**src/rtl/mips_defs.sv**
```systemverilog
// Shared MIPS pipeline constants: fetch window, reset/exception vectors,
// exception codes and the canonical nop encoding.
package mips_defs;

  localparam logic [31:0] PC_RESET  = 32'h0000_3000;
  localparam logic [31:0] EXC_ENTRY = 32'h0000_4180;
  localparam logic [31:0] IM_LO     = 32'h0000_3000;
  localparam logic [31:0] IM_HI     = 32'h0000_6FFC;

  localparam logic [4:0]  EXC_NONE  = 5'd0;
  localparam logic [4:0]  EXC_ADEL  = 5'd4;

  localparam logic [31:0] NOP_INSTR = 32'h0000_0000;

endpackage

```
**src/rtl/if_addr_check.sv**
```systemverilog
// Address legality check and clamp for a word-indexed memory window.
// Illegal addresses (misaligned or outside [IM_LO, IM_HI]) are redirected
// to the base word so the memory is never indexed out of range.
module if_addr_check
  import mips_defs::*;
#(
  parameter logic [31:0] LO = IM_LO,
  parameter logic [31:0] HI = IM_HI
) (
  input  logic [31:0] pc,
  output logic        fetch_ok,
  output logic [12:0] im_addr
);

  // Legality test on the byte address, then pick the real or clamped word index
  always_comb begin
    fetch_ok = (pc[1:0] == 2'b00) && (pc >= LO) && (pc <= HI);
    im_addr  = fetch_ok ? pc[14:2] : LO[14:2];
  end

endmodule

```
**src/rtl/if_fetch_unit.sv**
```systemverilog
// Instruction-fetch stage: owns the PC, picks the next PC from
// exception / stall / redirect / pending-redirect / sequential sources,
// and registers the fetched word into the IF/ID pipeline register.
// A redirect that arrives while stalled is parked and applied on the
// first unstalled edge.
module if_fetch_unit
  import mips_defs::*;
#(
  parameter logic [31:0] PC_RESET_P  = PC_RESET,
  parameter logic [31:0] EXC_ENTRY_P = EXC_ENTRY,
  parameter logic [31:0] IM_LO_P     = IM_LO,
  parameter logic [31:0] IM_HI_P     = IM_HI,
  parameter bit          DELAY_SLOT  = 1'b1
) (
  input  logic        clk,
  input  logic        reset,
  input  logic        stall,
  input  logic        redirect_valid,
  input  logic [31:0] redirect_pc,
  input  logic        exc_req,
  output logic [12:0] im_addr,
  input  logic [31:0] im_data,
  output logic        id_valid,
  output logic [31:0] id_pc,
  output logic [31:0] id_instr,
  output logic [4:0]  id_exc
);

  logic [31:0] pc;
  logic        pend_valid;
  logic [31:0] pend_pc;
  logic        fetch_ok;
  logic        redirecting;

  if_addr_check #(
    .LO (IM_LO_P),
    .HI (IM_HI_P)
  ) u_addr_check (
    .pc       (pc),
    .fetch_ok (fetch_ok),
    .im_addr  (im_addr)
  );

  // A redirect is being applied this edge when unstalled and either source is active
  always_comb begin
    redirecting = redirect_valid || pend_valid;
  end

  // PC sequencing, pending-redirect bookkeeping and IF/ID register load
  always_ff @(posedge clk) begin
    if (reset) begin
      pc         <= PC_RESET_P;
      pend_valid <= 1'b0;
      pend_pc    <= 32'h0;
      id_valid   <= 1'b0;
      id_pc      <= 32'h0;
      id_instr   <= NOP_INSTR;
      id_exc     <= EXC_NONE;
    end else if (exc_req) begin
      pc         <= EXC_ENTRY_P;
      pend_valid <= 1'b0;
      id_valid   <= 1'b0;
      id_pc      <= pc;
      id_instr   <= NOP_INSTR;
      id_exc     <= EXC_NONE;
    end else if (stall) begin
      if (redirect_valid) begin
        pend_valid <= 1'b1;
        pend_pc    <= redirect_pc;
      end
    end else begin
      if (redirect_valid) begin
        pc         <= redirect_pc;
        pend_valid <= 1'b0;
      end else if (pend_valid) begin
        pc         <= pend_pc;
        pend_valid <= 1'b0;
      end else begin
        pc <= pc + 32'd4;
      end

      id_pc <= pc;
      if (!DELAY_SLOT && redirecting) begin
        id_valid <= 1'b0;
        id_instr <= NOP_INSTR;
        id_exc   <= EXC_NONE;
      end else if (fetch_ok) begin
        id_valid <= 1'b1;
        id_instr <= im_data;
        id_exc   <= EXC_NONE;
      end else begin
        id_valid <= 1'b1;
        id_instr <= NOP_INSTR;
        id_exc   <= EXC_ADEL;
      end
    end
  end

endmodule

```
**config.mk**
```make
export PLATFORM = sky130hd
export DESIGN_NAME = if_fetch_unit
export DESIGN_NICKNAME = d
export VERILOG_FILES = /design/src/rtl/mips_defs.sv /design/src/rtl/if_addr_check.sv /design/src/rtl/if_fetch_unit.sv
export SDC_FILE = /design/constraint.sdc
export NUM_CORES = 1
export LEC_CHECK = 0
export ABC_AREA = 0
export CORE_MARGIN = 2
export CORE_UTILIZATION = 54
export DETAILED_ROUTE_END_ITERATION = 10
export GPL_ROUTABILITY_DRIVEN = 1
export HOLD_SLACK_MARGIN = 0.12
export MAX_ROUTING_LAYER = met4
export PLACE_DENSITY = 0.89
export SYNTH_ARGS = -nofsm -noshare
export SYNTH_HDL_FRONTEND = slang
export SYNTH_SLANG_ARGS = --single-unit
```
**constraint.sdc**
```tcl
create_clock -name clk -period 4.73 [get_ports clk]
set_input_delay 0.946 -clock clk [delete_from_list [all_inputs] [get_ports clk]]
set_output_delay 0.946 -clock clk [all_outputs]
set_load 0.05 [all_outputs]
```
==> images/closeup.png <==
Region (69, 13) to (99, 43) µm. Cells in grey, sequential cells in the stronger grey; small squares are vias.
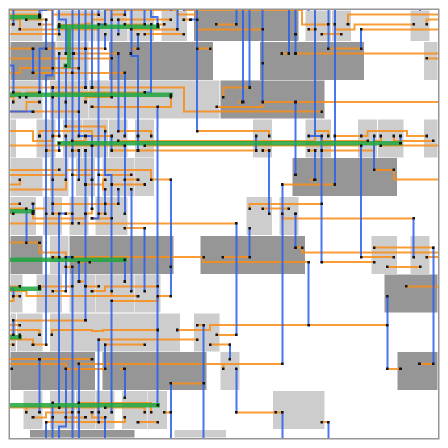
M2: in blue. M1: in orange. M3: in green.
Netlist names of flops here include `id_pc` (6), `pc` (4). Most frequent: nand2_1 (19), a21oi_1 (11), dfxtp_1 (10). Sequential cells in the window: 10. 61 logic cells have their middle in the window.

==> images/clock_wires.png <==
Scale bar: 20 µm.
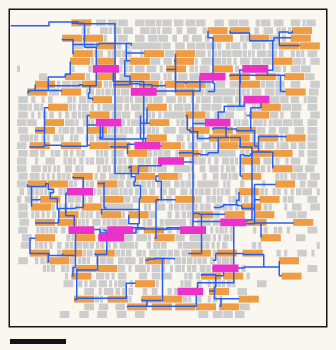
flip-flops: in orange, count 131. clock-net drivers: in magenta, count 17. clock wires: in blue, length 1610 µm.
There are 18 routed clock nets. Position of the flops: spread over the die.

==> images/clock_nets.png <==
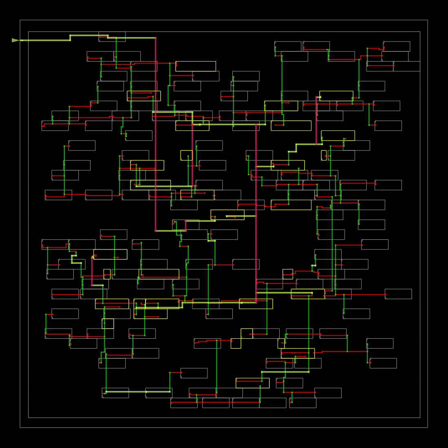
Clock Skews: 0.008381 ns
Flops: 131
clock buf count: 18

==> sequential cells by signal, indices dropped and copies added (netlist names), named ones only <==
| register | flops |
|---|---|
| id_exc | 1 |
| id_instr | 32 |
| id_pc | 32 |
| id_valid | 1 |
| pc | 30 |
| pend_pc | 32 |
| pend_valid | 1 |
==> per-layer routing <==
metal / share of wire [%] / vias to the layer above
li1: - / 3024
met1: 40 / 2977
met2: 47 / 402
met3: 11 / 63
met4: 3.2 / 0
met5: 0 / -
==> logic make-up (layout without fill, tap and decap cells) <==
kind of cell	count (synthesis)	after routing	share of synthesized area (%)
simple gates	359	359	28.42
compound gates	226	226	22.05
flops	131	131	41.63
buf+inv	82	200	6.058
mux	7	7	1.112
fa+ha+maj	2	2	0.3972
xor+xnor	2	2	0.2781
other cells	1	4	0.05953
==> summary.txt <==
CP startpoint kind: flip-flop
Floorplan utilization: 55.17%
Cell area leaders: dfxtp_1 (42%), nand2_1 (12%), a21oi_1 (9.2%), nand3_2 (3.5%), clkbuf_1 (2.6%)
DR vias/cell: 6.020
Relative slew slack: 28.90%
Seq/total area: 31.41%
Seq. pwr: 0.00117 W
Bufs on Longest Clock Path: 2
Crit-path max cell delay: 0.80 ns
Achievable Freq: 0.2466 GHz
Max-slew violations: 0
Logic pwr share: 13.2%
Final setup TNS: 0 ns
Fin util: 73.12%
DP Area: 7710 µm²
Sw frac: 26.15%
Crit-path leading delay family: simple AND/OR/NAND/NOR gates
R2R setup slack: 2.30 ns
Arrival time worst endpoint: 3.11 ns
Yosys warns: 0
Synth top cells by count: nand2_1 (204), dfxtp_1 (131), a21oi_1 (116)
Hold Path Stages: 2
Worst-margin pin slew: 1.064 ns
Largest type area fraction: 41.63%
Worst r2r path cells: 6
Inverters: 8
Wire per inst: 17.97 µm
Most numerous logic cell after layout: nand2_1
Final hold violation count: 0
PwrDens: 359.0 nW/µm²
Diodes inserted: 0
Drt total wl: 19300 µm
Hold Startpoint: id_pc[23]
Die y size: 112.0 µm
# clock sinks: 131
GR Layer Usage met3: 7.505%
Most numerous logic cells after layout: nand2_1 (204), clkdlybuf4s50_1 (145), dfxtp_1 (131)
Horiz. Die Dim: 112.0 µm
Routability cong.: 0.8934
Non-filler cells, final: 1074
Worst hold endpoint: id_pc[23]
Hold_buf cts: 0
R2r startpoint: pc[17]
Max IR drop VDD: 0.2468 mV
Register area share after synthesis: 41.63%
Post-CTS Setup Bufs: 0
Grt total ovfl: 0
Status: finished, final reports clean
P_comb: 0.000396 W
Met2 usage: 48.61%
Insertion Delay late pin: 0.42 ns
Tap Cells: 143
HPWL after DPL: 12480 µm
Root Buffer: clkbuf_16
Critical path destination: im_addr[2]
Clk pwr: 0.00143 W
Period utilization: 85.72%
I/O Pins: 152
Antenna violations before repair: 0
FILL cells: 855
Tool warnings: 28
Layout cell share with drive strength beyond 1: 10.85%
Design area: 8349 µm²
Clock period minus worst slack: 4.055 ns
CP max FO: 21
Worst Setup End Kind: output pin
MI comb area: 3312 µm²
Lkg Pwr: 2.859 nW
Final setup fails: 0
Hold WS: 0.4488 ns
Dominant class by area: multi-input combinational cells
CTS tree: built
H-Tree Depth: 4
Rows: 39
Multi-input combinational cell count: 600
Cells after DPL: 1043
Yosys cell count: 810
Distinct lib cells: 62
Final worst setup slack: 0.6753 ns
Core area: 11420 µm²
Net Switching: 0.0007840 W
Yosys stat area: 6300 µm²
PortBufs: 147
Vias in the first global route: 5961
Clock network area share: 7.658%
Full die area: 12550 µm²
Most frequent cell after synthesis: nand2_1
Remaining antenna violation count: 0
GRT busiest layer: met2
Main flop type: dfxtp_1
GR Util met1: 40.63%
Number of enable flip-flop cells: 0
Mapped Area: 6300 µm²
Largest power group: the clock network
Register share of total power: 39.1%
Drc violations: 0
Inserted Clock Buffers: 17
Critical Path Stages: 5
Net count, final: 990
Mean Syn Cell Area: 7.778 µm²
Worst R2R End: id_instr[15]
Clock network power share: 47.7%
Non-clock buffers: 161
CTS resizes: 0
Internal power: 0.002214 W
FF+latch count, synth: 131
Drt pass-1 iters: 7
Flip-flop and latch area: 2623 µm²
Total power: 0.002998 W
Initial DRC Count: 682
WP data required: 3.78 ns
Non-clock buffering overhead: 18.76%
Async set or reset register ratio after synthesis: 0%
CP cell instances: nor4_4 -> nand3_2 -> nor3_4 -> and2_1 -> clkdlybuf4s50_1
Post-synth top area cell: dfxtp_1
First-pass GRT wire length: 30920 µm
RSZ-0062 raised after global routing: no
Start point of the critical path: pc[17]
Vias: 6466
Comb/total area: 39.67%
Cells after Synth: 810
GRT Overall Usage: 31.61%
Crit path buffers/inverters: 1
Total of max-cap violations: 0
Largest net degree at the start of global routing: 72
Worst Hold Class: flip-flop to flip-flop
CTS clk-pin slew, worst paths: 0.06 ns
Slowest-stage cell, CP: clkdlybuf4s50_1
Worst slack, placed: 1.123 ns
WS Path Type: flip-flop to output pin
Area Growth Syn to Fin: 32.53%
Power is estimated from default activity; no workload was simulated.
